run_1/power_grid.png
Scale bar: 20 um. Pins as bars on the die edge.
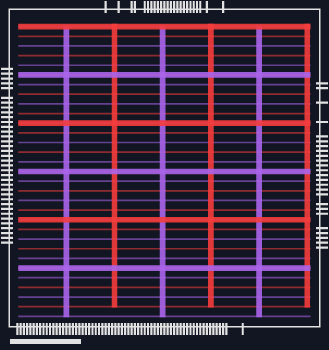
run_1/placement_by_type.png
Fill, decap, tap and diode cells in gray.
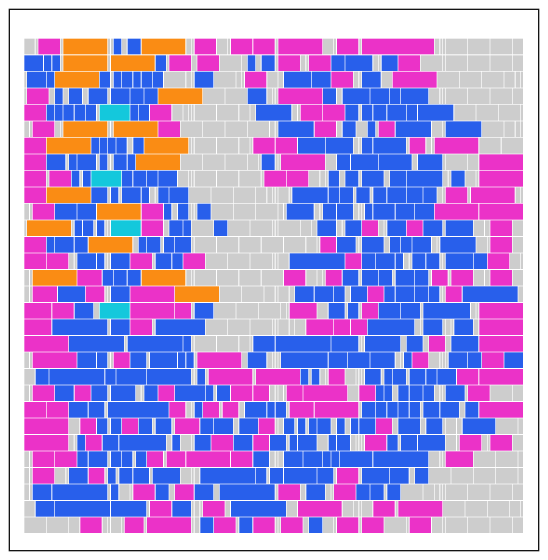
run_1/clk_routes.png
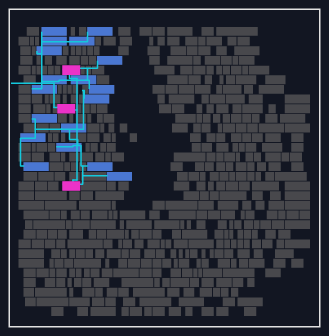
File: config.mk
export PLATFORM = sky130hd
export DESIGN_NAME = branch_predict_unit
export DESIGN_NICKNAME = d
export VERILOG_FILES = /design/src/rtl/bpu_pkg.sv /design/src/rtl/sat_counter2.sv /design/src/rtl/branch_predict_unit.sv
export SDC_FILE = /design/constraint.sdc
export NUM_CORES = 1
export LEC_CHECK = 0
export CAP_MARGIN = 10
export CORE_AREA = 2 2 85 87
export CTS_CLUSTER_DIAMETER = 40
export DETAILED_ROUTE_END_ITERATION = 10
export DIE_AREA = 0 0 87 89
export PLACE_DENSITY = 0.89
export SETUP_SLACK_MARGIN = 0.3
export SYNTH_ARGS = -nofsm -noshare
export SYNTH_HDL_FRONTEND = slang
export SYNTH_HIERARCHICAL = 1
export SYNTH_SLANG_ARGS = --single-unit
File: constraint.sdc
create_clock -name clk_i -period 5.96 [get_ports clk_i]
set_input_delay 1.49 -clock clk_i [delete_from_list [all_inputs] [get_ports clk_i]]
set_output_delay 1.49 -clock clk_i [all_outputs]
set_load 0.05 [all_outputs]
File: src/rtl/bpu_pkg.sv
// bpu_pkg: shared encodings and sizes for the branch predict unit
package bpu_pkg;
  typedef enum logic [1:0] {SNT = 2'b00, WNT = 2'b01, WT = 2'b10, ST = 2'b11} cnt_state_e;
  localparam logic [1:0] RST_STATE = ST;
  localparam int BHT_DEPTH = 16;
  localparam int IDX_W = 4;
  localparam int CNT_W = 16;
endpackage

File: src/rtl/sat_counter2.sv
// sat_counter2: 2-bit saturating taken/not-taken counter
module sat_counter2
  import bpu_pkg::*;
(
  input  logic       clk_i,
  input  logic       rst_i,
  input  logic       upd_i,
  input  logic       taken_i,
  output logic [1:0] state_o
);
  logic [1:0] nxt;
  always_comb nxt = taken_i ? (state_o == ST ? state_o : state_o + 2'd1)
                            : (state_o == SNT ? state_o : state_o - 2'd1);
  always_ff @(posedge clk_i)
    state_o <= rst_i ? RST_STATE : upd_i ? nxt : state_o;
endmodule

File: src/rtl/branch_predict_unit.sv
// branch_predict_unit: 2-bit branch predictor with misprediction flush/redirect; BPU_BHT_EN selects a 16-entry BHT over one global counter
module branch_predict_unit
  import bpu_pkg::*;
(
  input  logic        clk_i,
  input  logic        rst_i,
  input  logic [31:0] ID_PC_i,
  output logic        Predict_o,
  input  logic        EX_Branch_i,
  input  logic        EX_Predict_i,
  input  logic        EX_Taken_i,
  input  logic [31:0] EX_PC_i,
  input  logic [31:0] EX_Imm_i,
  output logic        Flush_o,
  output logic [31:0] RedirectPC_o,
  output logic [CNT_W-1:0] MispredCnt_o
);
`ifdef BPU_BHT_EN
  logic [1:0] cnt [BHT_DEPTH];
  logic unused_pc;
  assign unused_pc = ^{ID_PC_i[31:6], ID_PC_i[1:0], EX_Imm_i[31]};
  for (genvar i = 0; i < BHT_DEPTH; i++) begin : g_bht
    sat_counter2 u_cnt (
      .clk_i   (clk_i),
      .rst_i   (rst_i),
      .upd_i   (EX_Branch_i && EX_PC_i[IDX_W+1:2] == IDX_W'(i)),
      .taken_i (EX_Taken_i),
      .state_o (cnt[i])
    );
  end
  assign Predict_o = cnt[ID_PC_i[IDX_W+1:2]][1];
`else
  logic [1:0] cnt;
  logic unused_pc;
  assign unused_pc = ^{ID_PC_i, EX_Imm_i[31]};
  sat_counter2 u_cnt (
    .clk_i   (clk_i),
    .rst_i   (rst_i),
    .upd_i   (EX_Branch_i),
    .taken_i (EX_Taken_i),
    .state_o (cnt)
  );
  assign Predict_o = cnt[1];
`endif
  assign Flush_o = EX_Branch_i & (EX_Predict_i ^ EX_Taken_i);
  assign RedirectPC_o = EX_PC_i + (EX_Taken_i ? {EX_Imm_i[30:0], 1'b0} : 32'd4);
  always_ff @(posedge clk_i)
    MispredCnt_o <= rst_i ? '0 : (Flush_o && MispredCnt_o != '1) ? MispredCnt_o + 1'b1 : MispredCnt_o;
endmodule

==> notes.md, run 1 <==
Numbers from the implementation run.

The count of TritonRoute iterations in the first routing pass is 5. The most flop-heavy register is MispredCnt_o. Overall routing resource usage recorded by global route was a little under a quarter. The timing report gives the clock slew at the launch and capture registers of the worst setup and hold paths as 60 ps. The proportion of synthesized chip area in sequential cells is between 10% and 20%. The flip-flop and latch power is about 0.00012 W. Ranking logic cells in the layout by count gives the top entries 75 x sky130_fd_sc_hd__clkdlybuf4s50_1, 34 x sky130_fd_sc_hd__buf_4, 30 x sky130_fd_sc_hd__buf_12. The xor-xnor portion of the synthesized cell area is 13.1%. Broken down by cell family, the worst path's largest delay share belongs to AND-OR/OR-AND gates. The leakage power total is ~2.1 nW. The CTS sink count is 18.

The synthesized design contains 18 register bits. The standard cell area after detailed placement is 4410 um^2. The combined area of all synthesized cells is 2670 um^2. The final tally of hold violations is 0. For met3 alone, demand over resource in global routing was 3.32%. The synthesized netlist has a Yosys-reported chip area of 2670 um^2. The final timing report derives a shortest allowable period of 5620 ps. The clock-cell share of area is under 10%. Timing would allow up to 178 MHz. The final tally of max-slew violations is 0. Global route summary, busiest routing layer listed as met2. The total overflow left after global routing is 0. The first-pass GRT wire length is 15.1 mm. In this run the worst path has a maximum fanout of 4. Warnings raised by the tools during the run amount to 62.

The detailed router placed roughly 3400 vias in this run. The biggest cell category by area in the final layout is multi-input combinational cells. The path with the worst hold slack has its endpoint at MispredCnt_o[7]$_SDFFE_PP0P_. According to the tapcell log, the count of inserted taps is 80.

Looking at the power breakdown, sequential logic takes 13.8% of the total. The via count of the first global-routing pass came to 3346. Traced cell by cell, the critical path runs through clkdlybuf4s50_1 > and2_4 > ha_4 > o211ai_1 > a21oi_4 > o311a_4 > buf_6 > a21o_1 > and4b_2 > nor3_4 > nor2_2 > xor2_2 > buf_12. The floorplan step set the die height to 89 um. The synthesized netlist devotes 28.0% of its cell area to compound gates. The critical path endpoint has a required time of 4470 ps. The dominant combinational cell family by area after synthesis is AND-OR/OR-AND gates.

In this run the power spent charging and discharging nets is 0.000388 W. The flow ran to the end, and the final reports show no timing, DRC or antenna violations. The most common cell in the netlist is sky130_fd_sc_hd__a21oi_1. The power of the combinational group is slightly below 0.0007 W. The gate-level netlist out of Yosys references ~56 unique cell types.

The TritonCTS buffer count is 3. The worst hold slack after final layout is slightly above 500 ps. The layout has 153 buffers outside the clock class. The worst setup path is launched from an input port.

Of the total power, the share spent switching nets is 43.1%. Using the TritonRoute via totals, the vias-per-cell ratio works out to roughly 5.8. The DRC violation count after routing is 0. The total power consumption of the routed design is around 0.00090 W.

Post-route period utilization is reported as 94.4%. Of the total synthesized cell area, the portion taken by full adders, half adders and majority gates is 15.3%. The critical path startpoint is EX_Imm_i[5]. The clock root buffer master is sky130_fd_sc_hd__clkbuf_8.

The worst-case headroom to the max-slew limit is 59.8%.
Back to the opening pictures, power_grid.png:
| net | color |
|---|---|
| VDD | red |
| VSS | purple |
met1 rails: 31
rows: 30
signal pins: 151
Peak VDD IR: 151 uV
placeable core area: 6720 um^2

Back to the opening pictures, placement_by_type.png:
| class | color | cells | share of their area |
|---|---|---|---|
| sequential cells | orange | 18 | 7.4% |
| combinational and other logic | blue | 321 | 55% |
| clock drivers and dummy loads | cyan | 4 | 1.1% |
| remaining buffers and delay cells | magenta | 153 | 37% |

Back to the opening pictures, clk_routes.png:
[flip-flops] blue | count: 18
[clock drivers] magenta | count: 3
[clock wires] cyan | length: 212 um
routed clock nets: 4

==> run 1 -> run 2 <==
- CTS_CLUSTER_SIZE: not set -> 16
run_2/power_grid.png
Scale bar: 20 um. Pins as bars on the die edge.
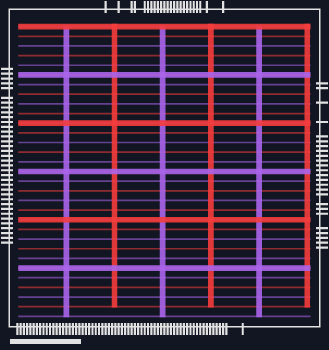
| net | color |
|---|---|
| VDD | red |
| VSS | purple |
rows: 30
met1 rails: 31
met5 straps: 6
met4 straps: 6
signal pins: 151

==> run 2 against run 1 <==
Final area did not move. Clock power about the same. Global-route usage stayed put. Cell count is the same.
==> notes.md, run 2 <==
Numbers from the implementation run.

The area fraction in compound gates is 28.0% (unchanged). The total power consumption of the routed design is 0.000901 W (unchanged). The worst-case headroom to the max-slew limit was 59.8% (unchanged). In this design, the largest share of critical-path delay is due to AND-OR/OR-AND gates. The stage-log warning count is 62 (unchanged). The leakage power total is 2.08 nW (unchanged). The sequential group share of total power is 13.8% (about the same).

The count of TritonRoute iterations in the first routing pass was 5 (unchanged). The xor-xnor portion of the synthesized cell area is 13.1% (unchanged). Walking the worst path, the cells encountered are clkdlybuf4s50_1 > and2_4 > ha_4 > o211ai_1 > a21oi_4 > o311a_4 > buf_6 > a21o_1 > and4b_2 > nor3_4 > nor2_2 > xor2_2 > buf_12. The DRC violation count after routing is 0 (unchanged). The most flop-heavy register is MispredCnt_o. The net switching component of the power came to 0.000388 W (unchanged).

The number of tap cells added at floorplan is 80 (unchanged). The terminating pin of the worst hold path is MispredCnt_o[7]$_SDFFE_PP0P_. The count of different cell masters after synthesis was 56 (unchanged). The maximum fanout along the worst path is 4 (unchanged).

The most common cell in the netlist is sky130_fd_sc_hd__a21oi_1. 151 I/O pins were placed. The worst hold slack after final layout was 513 ps (unchanged).

The die height is 89 um (unchanged). The number of register bits inferred by synthesis is 18 (unchanged). The overall via count from detail_route came to 3368 (unchanged). The post-synthesis share of cell area spent on full adders, half adders and majority gates is 15.3% (unchanged). The synthesis area per yosys is 2670 um^2 (unchanged). The worst voltage drop across the vdd grid was 151 uV (unchanged).

Global route summary, busiest routing layer listed as met2. The total congestion overflow after global routing is 0 (unchanged). The flow ran to the end, and the final reports show no timing, DRC or antenna violations. The TritonCTS buffer count was 3 (unchanged).

The average wire per cell in the routed design is about 17 um. The total track usage is 23.8% (unchanged). The final tally of hold violations is 0 (unchanged). The CTS sink count was 18 (unchanged). The maximum clock rate came to 178 MHz (unchanged).

The part of the cycle the worst path needs is 94.4% (unchanged). The time the worst path needs with I/O delays and setup is 5620 ps (unchanged). The combined area of all synthesized cells is 2670 um^2 (unchanged). The area of the core region was 6720 um^2 (unchanged). The tree is rooted in a sky130_fd_sc_hd__clkbuf_8.

The proportion of synthesized chip area in sequential cells came to 13.5% (unchanged). The clock-cell share of area is 1.11% (unchanged). The flip-flop and latch power is 0.000124 W (about the same).

The biggest slice of the area belongs to multi-input combinational cells. The number of buffers other than clock buffers in the final layout is 153 (unchanged). The transition time recorded at the tightest slew-check pin is 602 ps. Tracing the worst setup path back leads to its startpoint at EX_Imm_i[5]. The via count of the first global-routing pass is 3346 (unchanged).

The power of the combinational group is 0.000676 W (about the same).
run_2/wires.png
Scale bar: 20 um. Only two layers are drawn.
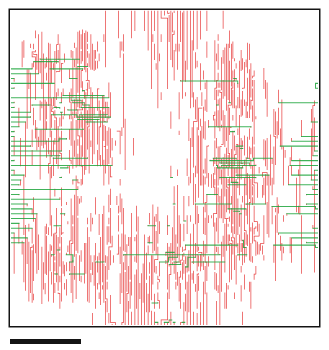
| layer | color | wire length |
|---|---|---|
| metal 3 | green | 742 um |
| metal 2 | red | 5070 um |

run_2/clocks.png
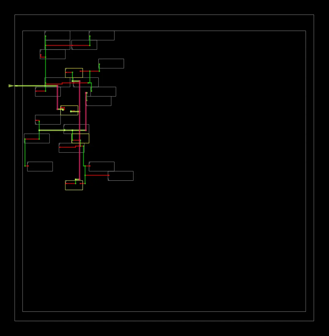

==> run 2 -> run 3 <==
- CTS_CLUSTER_DIAMETER: 40 -> 100
- GPL_ROUTABILITY_DRIVEN: not set -> 0
run_3/clocks.png
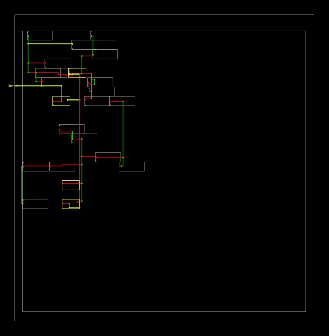
final-layout clock buffer total: 4
flip-flops: 18
Latency at later pin: 270 ps

run_3/placement_by_type.png
Fill, decap, tap and diode cells in gray.
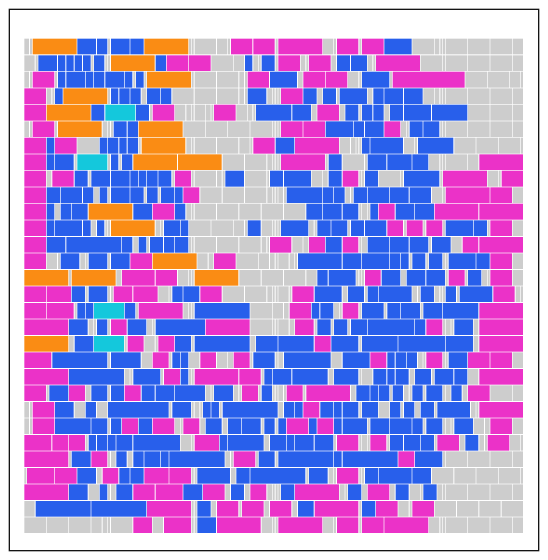
| class | color | cells | share of their area |
|---|---|---|---|
| sequential cells | orange | 18 | 7.3% |
| combinational and other logic | blue | 321 | 54% |
| clock drivers and dummy loads | cyan | 4 | 1.1% |
| remaining buffers and delay cells | magenta | 159 | 37% |

==> run 3 against run 2 <==
Clock power rose by 4%. Clock skew decreased by 4.0 ps. Worst setup slack worse by 10 ps.
==> notes.md, run 3 <==
Numbers from the implementation run.

The die height was 89 um (unchanged). The sequential group share of total power is 13.6% (-0.2 points). The layer flagged by global routing as most heavily used is met2. The CTS sink count is 18 (unchanged). More flip-flops sit in one register than any other, and that register is MispredCnt_o. The worst voltage drop across the vdd grid is 169 uV (+12%). The run finished with clean final reports.

OpenSTA lists the critical path startpoint as EX_Imm_i[0]. The area fraction in compound gates is 28.0% (unchanged). The area of the core region is 6720 um^2 (unchanged). The total congestion overflow after global routing is 0 (unchanged). The via count of the first global-routing pass is 3276 (-2.1%).

The boundary pin count came to 151 (unchanged). The number of tap cells added at floorplan is 80 (unchanged). The clock-cell share of area is 1.10% (-0.012 points). The proportion of synthesized chip area in sequential cells is 13.5% (unchanged). The power of the combinational group is 0.000685 W (+1%). The worst hold slack after final layout was 526 ps (+12.8 ps). The final tally of hold violations was 0 (unchanged).

The leakage power total is 2.11 nW (+1.5%). The net switching component of the power is 0.000398 W (+2.4%). CTS placed an instance of sky130_fd_sc_hd__clkbuf_8 at the clock tree root.

The part of the cycle the worst path needs is 94.5% (+0.17 points). The class occupying the most area after layout is reported as multi-input combinational cells. The synthesis area per yosys is 2670 um^2 (unchanged). The count of TritonRoute iterations in the first routing pass was 5 (unchanged). The total track usage was 24.0% (+0.20 points). The kind of cell with the highest combined delay on the critical path is AND-OR/OR-AND gates. The number of register bits inferred by synthesis is 18 (unchanged). The report lists the cells along the critical path as dlygate4sd2_1 > and2_4 > ha_4 > inv_2 > fa_2 > nand2b_4 > a21oi_4 > o311a_4 > a211oi_4 > o32a_1 > o31ai_2 > a21oi_2 > xnor2_2 > buf_12. The post-synthesis share of cell area spent on full adders, half adders and majority gates is 15.3% (unchanged). The most common cell in the netlist is sky130_fd_sc_hd__a21oi_1.

The time the worst path needs with I/O delays and setup came to 5630 ps (+10.1 ps). The number of buffers other than clock buffers in the final layout came to 159 (+3.9%). The worst-case headroom to the max-slew limit came to 58.4% (-1.4 points). The overall via count from detail_route is 3345 (-0.68%). The total power consumption of the routed design was 0.000914 W (+1.4%). The DRC violation count after routing is 0 (unchanged). The slew at the pin closest to its max-slew limit is 622 ps (+20.5 ps). The flip-flop and latch power came to 0.000124 W (about the same). The combined area of all synthesized cells was 2670 um^2 (unchanged).

The maximum fanout along the worst path came to 2 (-2). The TritonCTS buffer count is 3 (unchanged).
Power figures rest on the tool's default switching activity, not on a simulated workload.
